==> config.mk <==
export PLATFORM = sky130hd
export DESIGN_NAME = winograd_tile_sequencer
export DESIGN_NICKNAME = d
export VERILOG_FILES = /design/src/rtl/winograd_tile_sequencer.sv
export SDC_FILE = /design/constraint.sdc
export NUM_CORES = 1
export LEC_CHECK = 0
export ABC_AREA = 1
export CORE_ASPECT_RATIO = 0.9
export CORE_UTILIZATION = 40
export CTS_CLUSTER_SIZE = 8
export DETAILED_ROUTE_END_ITERATION = 10
export PLACE_DENSITY_LB_ADDON = 0.05
export SLEW_MARGIN = 25
export SYNTH_ARGS = -nofsm -noshare
export SYNTH_HDL_FRONTEND = slang
export SYNTH_SLANG_ARGS = --single-unit
export TNS_END_PERCENT = 10
==> constraint.sdc <==
create_clock -name clk -period 5.5 [get_ports clk]
set_clock_uncertainty 0.1 [all_clocks]
set_input_delay 1.1 -clock clk [delete_from_list [all_inputs] [get_ports clk]]
set_output_delay 1.1 -clock clk [all_outputs]
set_load 0.02 [all_outputs]
==> src/rtl/winograd_tile_sequencer.sv <==
`default_nettype none
// ============================================================================
// Module   : winograd_tile_sequencer
// Function : Engine-side start/done responder for the Winograd path. Latches
//            the layer tile geometry on start, walks every (row, col,
//            channel-group) tile over a valid/ready request channel, counts
//            completions and pulses done once all issued tiles have returned.
// Revision : 1.0 - initial release
// ============================================================================
module winograd_tile_sequencer #(
    parameter int ROW_W     = 8,
    parameter int COL_W     = 8,
    parameter int CHG_W     = 6,
    parameter int MAX_OUTST = 4
) (
    input  logic             clk,
    input  logic             rst,
    input  logic             start,
    input  logic [ROW_W-1:0] cfg_rows,
    input  logic [COL_W-1:0] cfg_cols,
    input  logic [CHG_W-1:0] cfg_chg,
    output logic             tile_req,
    input  logic             tile_ack,
    output logic [ROW_W-1:0] tile_row,
    output logic [COL_W-1:0] tile_col,
    output logic [CHG_W-1:0] tile_chg,
    output logic             tile_last,
    input  logic             res_valid,
    output logic             busy,
    output logic             done,
    output logic             err
);

    localparam int               OUT_W       = $clog2(MAX_OUTST + 1);
    localparam logic [OUT_W-1:0] c_max_outst = OUT_W'(MAX_OUTST);
    localparam logic [OUT_W-1:0] c_outst_one = OUT_W'(1);

    localparam logic [1:0] c_st_idle  = 2'd0;
    localparam logic [1:0] c_st_issue = 2'd1;
    localparam logic [1:0] c_st_drain = 2'd2;
    localparam logic [1:0] c_st_done  = 2'd3;

    logic [1:0]       r_state;
    logic [1:0]       w_next_state;

    logic [ROW_W-1:0] r_cfg_rows;
    logic [COL_W-1:0] r_cfg_cols;
    logic [CHG_W-1:0] r_cfg_chg;

    logic [ROW_W-1:0] r_row;
    logic [COL_W-1:0] r_col;
    logic [CHG_W-1:0] r_chg;
    logic             r_last;
    logic [OUT_W-1:0] r_outst;
    logic             r_req;
    logic             r_busy;
    logic             r_done;
    logic             r_err;

    logic             w_xfer;
    logic             w_start_acc;
    logic             w_cfg_zero;
    logic             w_row_end;
    logic             w_col_end;
    logic             w_chg_end;
    logic             w_final;
    logic             w_res_bad;
    logic             w_res_ok;
    logic [OUT_W-1:0] w_next_outst;
    logic [ROW_W-1:0] w_next_row;
    logic [COL_W-1:0] w_next_col;
    logic [CHG_W-1:0] w_next_chg;
    logic [CHG_W-1:0] w_next_cfg_chg;
    logic             w_next_last;

    // State register.
    always_ff @(posedge clk) begin
        if (rst) begin
            r_state <= c_st_idle;
        end else begin
            r_state <= w_next_state;
        end
    end

    // Next-state, tile-walk and outstanding-count decode.
    always_comb begin
        w_next_state   = r_state;
        w_xfer         = r_req & tile_ack;
        w_start_acc    = (r_state == c_st_idle) & start;
        w_cfg_zero     = (cfg_rows == '0) | (cfg_cols == '0) | (cfg_chg == '0);
        w_row_end      = (r_row == r_cfg_rows - ROW_W'(1));
        w_col_end      = (r_col == r_cfg_cols - COL_W'(1));
        w_chg_end      = (r_chg == r_cfg_chg - CHG_W'(1));
        w_final        = w_row_end & w_col_end & w_chg_end;
        // A result with nothing in flight (and no tile entering flight this
        // cycle) is spurious: flag it and keep the counter from wrapping.
        w_res_bad      = res_valid & (r_outst == '0) & ~w_xfer;
        w_res_ok       = res_valid & ~w_res_bad;

        w_next_outst   = r_outst;
        if (w_start_acc) begin
            w_next_outst = '0;
        end else if (w_xfer & ~w_res_ok) begin
            w_next_outst = r_outst + c_outst_one;
        end else if (w_res_ok & ~w_xfer) begin
            w_next_outst = r_outst - c_outst_one;
        end

        // Channel group is innermost, then column, then row.
        w_next_row     = r_row;
        w_next_col     = r_col;
        w_next_chg     = r_chg;
        if (w_start_acc) begin
            w_next_row = '0;
            w_next_col = '0;
            w_next_chg = '0;
        end else if (w_xfer) begin
            if (w_chg_end) begin
                w_next_chg = '0;
                if (w_col_end) begin
                    w_next_col = '0;
                    w_next_row = w_row_end ? '0 : r_row + ROW_W'(1);
                end else begin
                    w_next_col = r_col + COL_W'(1);
                end
            end else begin
                w_next_chg = r_chg + CHG_W'(1);
            end
        end

        // tile_last is registered, so it is derived from the next index and
        // the config that will be in force next cycle.
        w_next_cfg_chg = w_start_acc ? cfg_chg : r_cfg_chg;
        w_next_last    = (w_next_chg == w_next_cfg_chg - CHG_W'(1));

        case (r_state)
            c_st_idle: begin
                if (start) begin
                    w_next_state = w_cfg_zero ? c_st_done : c_st_issue;
                end
            end
            c_st_issue: begin
                if (w_xfer & w_final) begin
                    w_next_state = c_st_drain;
                end
            end
            c_st_drain: begin
                if (r_outst == '0) begin
                    w_next_state = c_st_done;
                end
            end
            c_st_done: begin
                w_next_state = c_st_idle;
            end
            default: begin
                w_next_state = c_st_idle;
            end
        endcase
    end

    // Config latch, counters and registered outputs.
    always_ff @(posedge clk) begin
        if (rst) begin
            r_cfg_rows <= '0;
            r_cfg_cols <= '0;
            r_cfg_chg  <= '0;
            r_row      <= '0;
            r_col      <= '0;
            r_chg      <= '0;
            r_last     <= 1'b0;
            r_outst    <= '0;
            r_req      <= 1'b0;
            r_busy     <= 1'b0;
            r_done     <= 1'b0;
            r_err      <= 1'b0;
        end else begin
            if (w_start_acc) begin
                r_cfg_rows <= cfg_rows;
                r_cfg_cols <= cfg_cols;
                r_cfg_chg  <= cfg_chg;
            end
            r_row   <= w_next_row;
            r_col   <= w_next_col;
            r_chg   <= w_next_chg;
            r_last  <= w_next_last;
            r_outst <= w_next_outst;
            r_req   <= (w_next_state == c_st_issue) && (w_next_outst < c_max_outst);
            r_busy  <= (w_next_state != c_st_idle);
            r_done  <= (w_next_state == c_st_done);
            if (w_start_acc & ~w_cfg_zero) begin
                r_err <= 1'b0;
            end else if ((w_start_acc & w_cfg_zero) | w_res_bad) begin
                r_err <= 1'b1;
            end
        end
    end

    assign tile_req  = r_req;
    assign tile_row  = r_row;
    assign tile_col  = r_col;
    assign tile_chg  = r_chg;
    assign tile_last = r_last;
    assign busy      = r_busy;
    assign done      = r_done;
    assign err       = r_err;

endmodule
`default_nettype wire

==> results.txt, run 1 <==
yosys + openroad results -> hold depth 2, Die Ht 94.6 µm, post-CTS resize count 0, static leakage 2.04 nW, clock buffer depth 2, cell chain of the critical path clkdlybuf4s50_1 > nand3_1 > inv_2 > nand2_1 > nand2_1 > inv_1 > ha_1 > nand3_1 > xor2_1 > nand3_1 > nand2_1 > nand3_1 > nor2_1, worst min path class reg2reg, Die W 105 µm, Top cells excl fill/tap nand2_1 (162), nor2_1 (81), inv_1 (79), Synth Seq Share between 20 and 30%, YS chip area around 0.0038 mm², GR Overflow Total 0, Worst path slowest cell clkdlybuf4s50_1, crit path launch type primary input, Post-Syn Area 0.00381 mm², Final Hold Viols 0, most used logic cell in the final layout nand2_1, Crit. End Element flip-flop, clock sink count 54, Tmin final 3.20 ns, outcome complete, no violations, first drt pass iteration count 5, Max Cap Viol 0, Late-Pin Clk Latency 0.31 ns, chip footprint 0.00991 mm², CTS tree done, Hold Startpoint r_outst[0], ratio of cells with drive above 1 in the final layout 7.50%, Hold-fix buffers, CTS 0, GPL Wtd Cong 0.893
## run 1: power by group
part	total (mW)	switching (mW)	internal, mW
registers	0.431	0.0209	0.410
logic	0.300	0.187	0.113
clock network	0.236	0.134	0.102
total	0.966	0.342	0.624
## run 1: sequential cells by signal, summed over array words and instances, names as in the netlist, 2 cells and up
name / count
r_cfg_cols: 8
r_cfg_rows: 8
tile_col: 8
tile_row: 8
r_cfg_chg: 6
tile_chg: 6
r_outst: 3
r_state: 2
## run 1: Yosys cell counts
master and number:
nand3b_1 3, xnor2_1 7, nor3_1 9, or2_2 2, nand2_1 162, nor2_8 1
xor2_1 11, nand3_1 61, clkbuf_1 5, a31oi_1 2, nor2_4 5, o21ai_1 5
inv_2 9, nor2_2 5, nor3b_1 6, inv_1 79, buf_2 2, nor2_1 81
clkinv_2 1, a21oi_1 30, ha_1 10, o21ai_0 28, o21bai_2 1, nand3_4 3
dfxtp_1 54, or2_0 1, xnor2_2 1, buf_6 1, a21oi_2 1, nand3_2 2
nand2_2 8, buf_1 1, o21a_1 1, nand4_2 1, nand2_4 1, o21ai_2 1
nor4_1 4, nand4_1 9
## run 1: per-layer routing
metal  vias to the layer above  routed length (µm)  GRT usage, %
met3                         9                 456          2.76
met2                        87                4400          35.1
li1                       2061                   -             -
met4                         0                  80          4.23
met1                      1713                5400          31.3
met5                         -                   0             0
## run 1: cell families (layout without fill, tap and decap cells)
kind of cell    after synthesis  after routing  share of synthesized area (%)
buf+inv                      98            151                           9.96
simple gates                364            364                           44.2
compound gates               69             69                           9.56
xor+xnor                     19             19                           4.57
flops                        54             54                           28.4
fa+ha+maj                    10             10                           3.29
## run 1: final cells by class
cell class,instances,area [µm²]
Multi-Input combinational cell,462,2350
Inverter,89,335
Sequential cell,54,1080
Fill cell,979,4620
Clock inverter,1,5.00
Clock buffer,7,86.3
Timing Repair Buffer,54,538
Tap cell,122,153
## run 1: how the worst max path moves through the flow
stage	depth (start not counted)	end	slack [ns]
5_1_grt	13	tile_last	2.12
3_3_place_gp	13	tile_last	2.02
3_5_place_dp	13	tile_last	1.98
6_report	13	tile_last	2.30
2_1_floorplan	11	tile_last	2.92
4_1_cts	13	tile_last	2.31
## run 1: through the flow
step	hold slack, ns	total power, mW	util [%]	instance area [µm²]	setup WS, ns
after CTS	0.403	0.971	49.6	4550	2.31
after floorplan	0.348	0.656	-	3810	2.92
after global placement	0.380	0.736	48.6	4450	2.02
final	0.400	0.966	49.6	4550	2.30
after global routing	0.412	1.04	49.6	4550	2.12
after detailed placement	0.388	0.737	48.6	4450	1.98
## run 1: critical path, delay by kind of cell
family / cells / cell delay [ns]
buffers and inverters: 3 / 0.87
adders and majority gates: 1 / 0.20
and+or+nand+nor: 8 / 0.99
xor gates and xnor gates: 1 / 0.19
Fig. 1: run 1, sequential cells colored by netlist name
Other sequential cells in the stronger gray, the rest of the logic in the fainter gray.
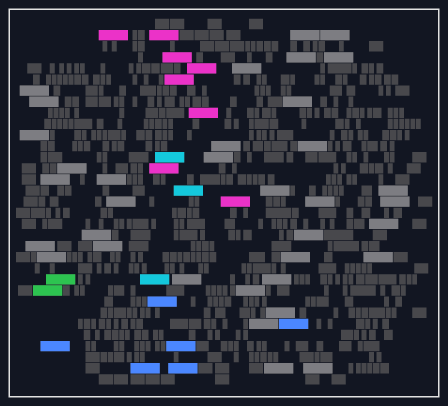
color	signal	placed flops
cyan	r_outst	3
magenta	tile_row	8
blue	r_cfg_chg	6
green	r_state	2
not colored	35

Fig. 2: run 1, clock routing
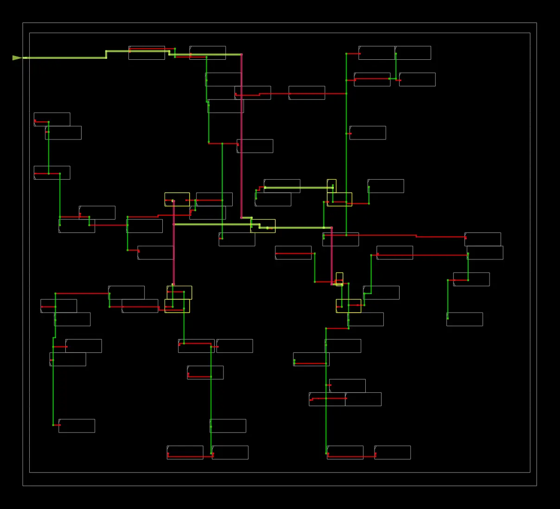
CTS buffer count: 5
flop count: 54

Fig. 3: run 1, wire density map
21 x 19 tiles, from dark blue (low) to red (high), scaled to the fullest tile. Values are wire area over tile area, all layers added.
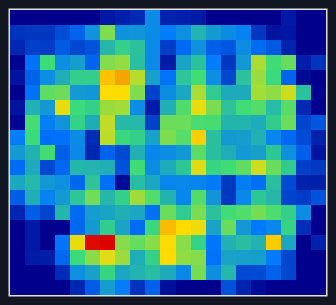
mean over tiles	0.16
tiles over half the peak	20%
fullest tile	0.53

Fig. 4: run 1, clock distribution
Bar = 20 µm.
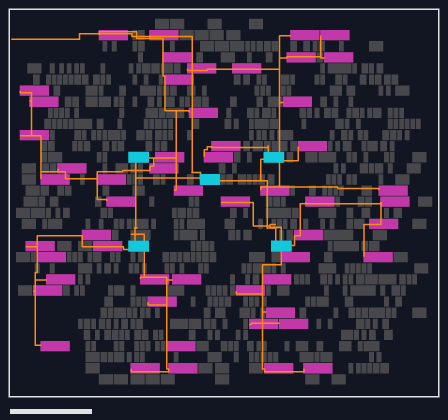
[cyan] clock drivers | count: 5
[orange] clock wires | length: 721 µm
[magenta] flip-flops | count: 54
flops lie	all over the die

==> inputs of run 2 (changes only) <==
- clock period: 5.5 -> 3.2 ns (I/O delays scaled with it)
Fig. 5: run 2, wire density map
21 x 19 tiles, from dark blue (low) to red (high), scaled to the fullest tile. Values are wire area over tile area, all layers added.
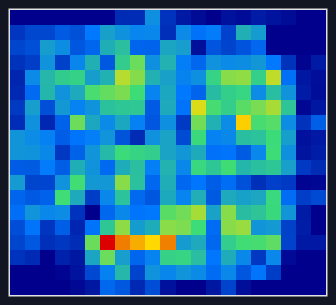
mean over tiles	0.16
tiles over half the peak	11%
nearly empty tiles	12%
fullest tile	0.60

Fig. 6: run 2, clock routing
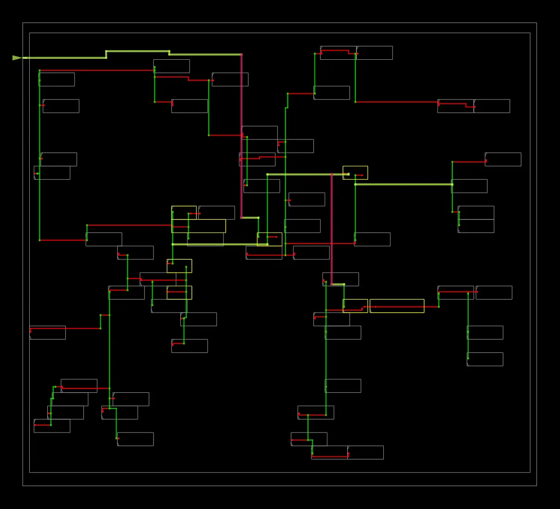
clock sink count: 54
# clk buffers: 6
Late-Pin Clk Latency: 0.32 ns
clk pwr: 0.573 mW

==> results.txt, run 2 <==
yosys + openroad results -> chip footprint 0.00991 mm² (unchanged), outcome complete, no violations, Max Cap Viol 0 (unchanged), DR DRC count 0, DP Worst Slack 0.259 ns (-1.72 ns), GR Util met3 2.35% (-0.41 points), worst min path class reg2reg, Final Hold Viols 0 (unchanged), GR peak layer met2, M1 GR Usage 29.2% (-2.1 points), clock buffer depth 2 (unchanged), Die Ht 94.6 µm (unchanged), post-CTS resize count 0 (unchanged), most used logic cell in the final layout nand2_1, GR Overflow Total 0 (unchanged), ratio of cells with drive above 1 in the final layout 8.33% (+0.84 points), GPL Wtd Cong 0.964 (+7.9%), fp util 41.5%, Crit. End Element flip-flop, Final WS setup 0.586 ns (-1.71 ns), clk slew on worst S/H paths 0.10 ns, first drt pass iteration count 6 (+1), worst slew pin tran 0.554 ns, final instance area 0.00463 mm² (+2.0%), CTS tree done, static leakage 2.09 nW (+2.3%), top post-synthesis cells by count nand2_1 (162), nor2_1 (81), inv_1 (79), Post-Syn Area 0.00381 mm² (unchanged), Die W 105 µm (unchanged), EDFF count, synth 0 (unchanged), ys flop type dfxtp_1, YS chip area 0.00381 mm² (unchanged), Synth Seq Share 28.4% (unchanged), asr flop ratio synth 0% (unchanged), Filler cells 953 (-2.7%), M2 GR Usage 36.9% (+1.8 points), Tot GR Track Use 21.4%, Tmin final 2.61 ns, CORE AREA 0.00917 mm², crit path launch type primary input, CTS buffer count 5 (unchanged), Top cells excl fill/tap nand2_1 (162), nor2_1 (81), inv_1 (79), Area after DPL 0.00449 mm² (+0.84%), Hold-fix buffers, CTS 0 (unchanged), Synth top cell by count nand2_1
## run 2: cell count changes in the layout (fill, tap and decap cells not counted)
cell	before	now
bufinv_16	0	2
clkbuf_1	1	0
buf_4	1	6
clkinv_2	2	1
## run 2: stage by stage
step	total power, mW	hold slack, ns	utilization (%)
3_3_place_gp	1.27	0.374	49.0
6_report	1.83	0.386	50.6
5_1_grt	1.94	0.413	50.6
2_1_floorplan	1.13	0.348	-
3_5_place_dp	1.27	0.374	49.0
4_1_cts	1.84	0.388	50.6
## run 2: final timing paths
check	start	to	slack [ns]	depth (start not counted)
setup / recovery	tile_ack	done	0.59	13
setup reg to reg	r_cfg_chg[0]	done	0.77	12
hold / removal	r_cfg_rows[1]	r_cfg_rows[1]	0.39	2
hold reg to reg	r_cfg_rows[1]	r_cfg_rows[1]	0.39	2
## run 2: area by class of cell
class	count	area, µm²	share of cell area (%)
Inverter	89	335	7.24
Clock buffer	6	82.6	1.78
Tap cell	122	153	3.29
Multi-Input combinational cell	462	2350	50.6
Clock inverter	2	60.1	1.30
Sequential cell	54	1080	23.3
Timing Repair Buffer	59	576	12.4
## run 2: per-layer routing
metal  vias up  wire, µm  share of wire, %
met5         -         0                 0
met4         0        55              0.55
met3         4       408               4.0
met2        76      4660                46
met1      1735      4970                49
li1       2077         -                 -
## run 2: kinds of logic after synthesis
group | count (synthesis) | synth area share (%)
fa+ha+maj | 10 | 3.29
xor+xnor | 19 | 4.57
flops | 54 | 28.4
compound gates | 69 | 9.56
buf+inv | 98 | 9.96
simple gates | 364 | 44.2
## run 2: power by group
group	total, mW	internal (mW)	switching (mW)
logic	0.518	0.200	0.319
registers	0.738	0.704	0.0337
clock network	0.573	0.334	0.239
total	1.83	1.24	0.592
## run 2: critical path, stage by stage
cell and delay [ns]:
clkdlybuf4s50_1 0.47, nand2_2 0.12, inv_2 0.17, nand3_1 0.11, nor2_2 0.13, nand3_4 0.11
nor2_8 0.21, nand3_4 0.19, nor2_1 0.24, nand2_1 0.10, nand2_1 0.07, nand2_1 0.08
nor2_1 0.12
No activity file was given, so power comes from the tool's default toggle rates.
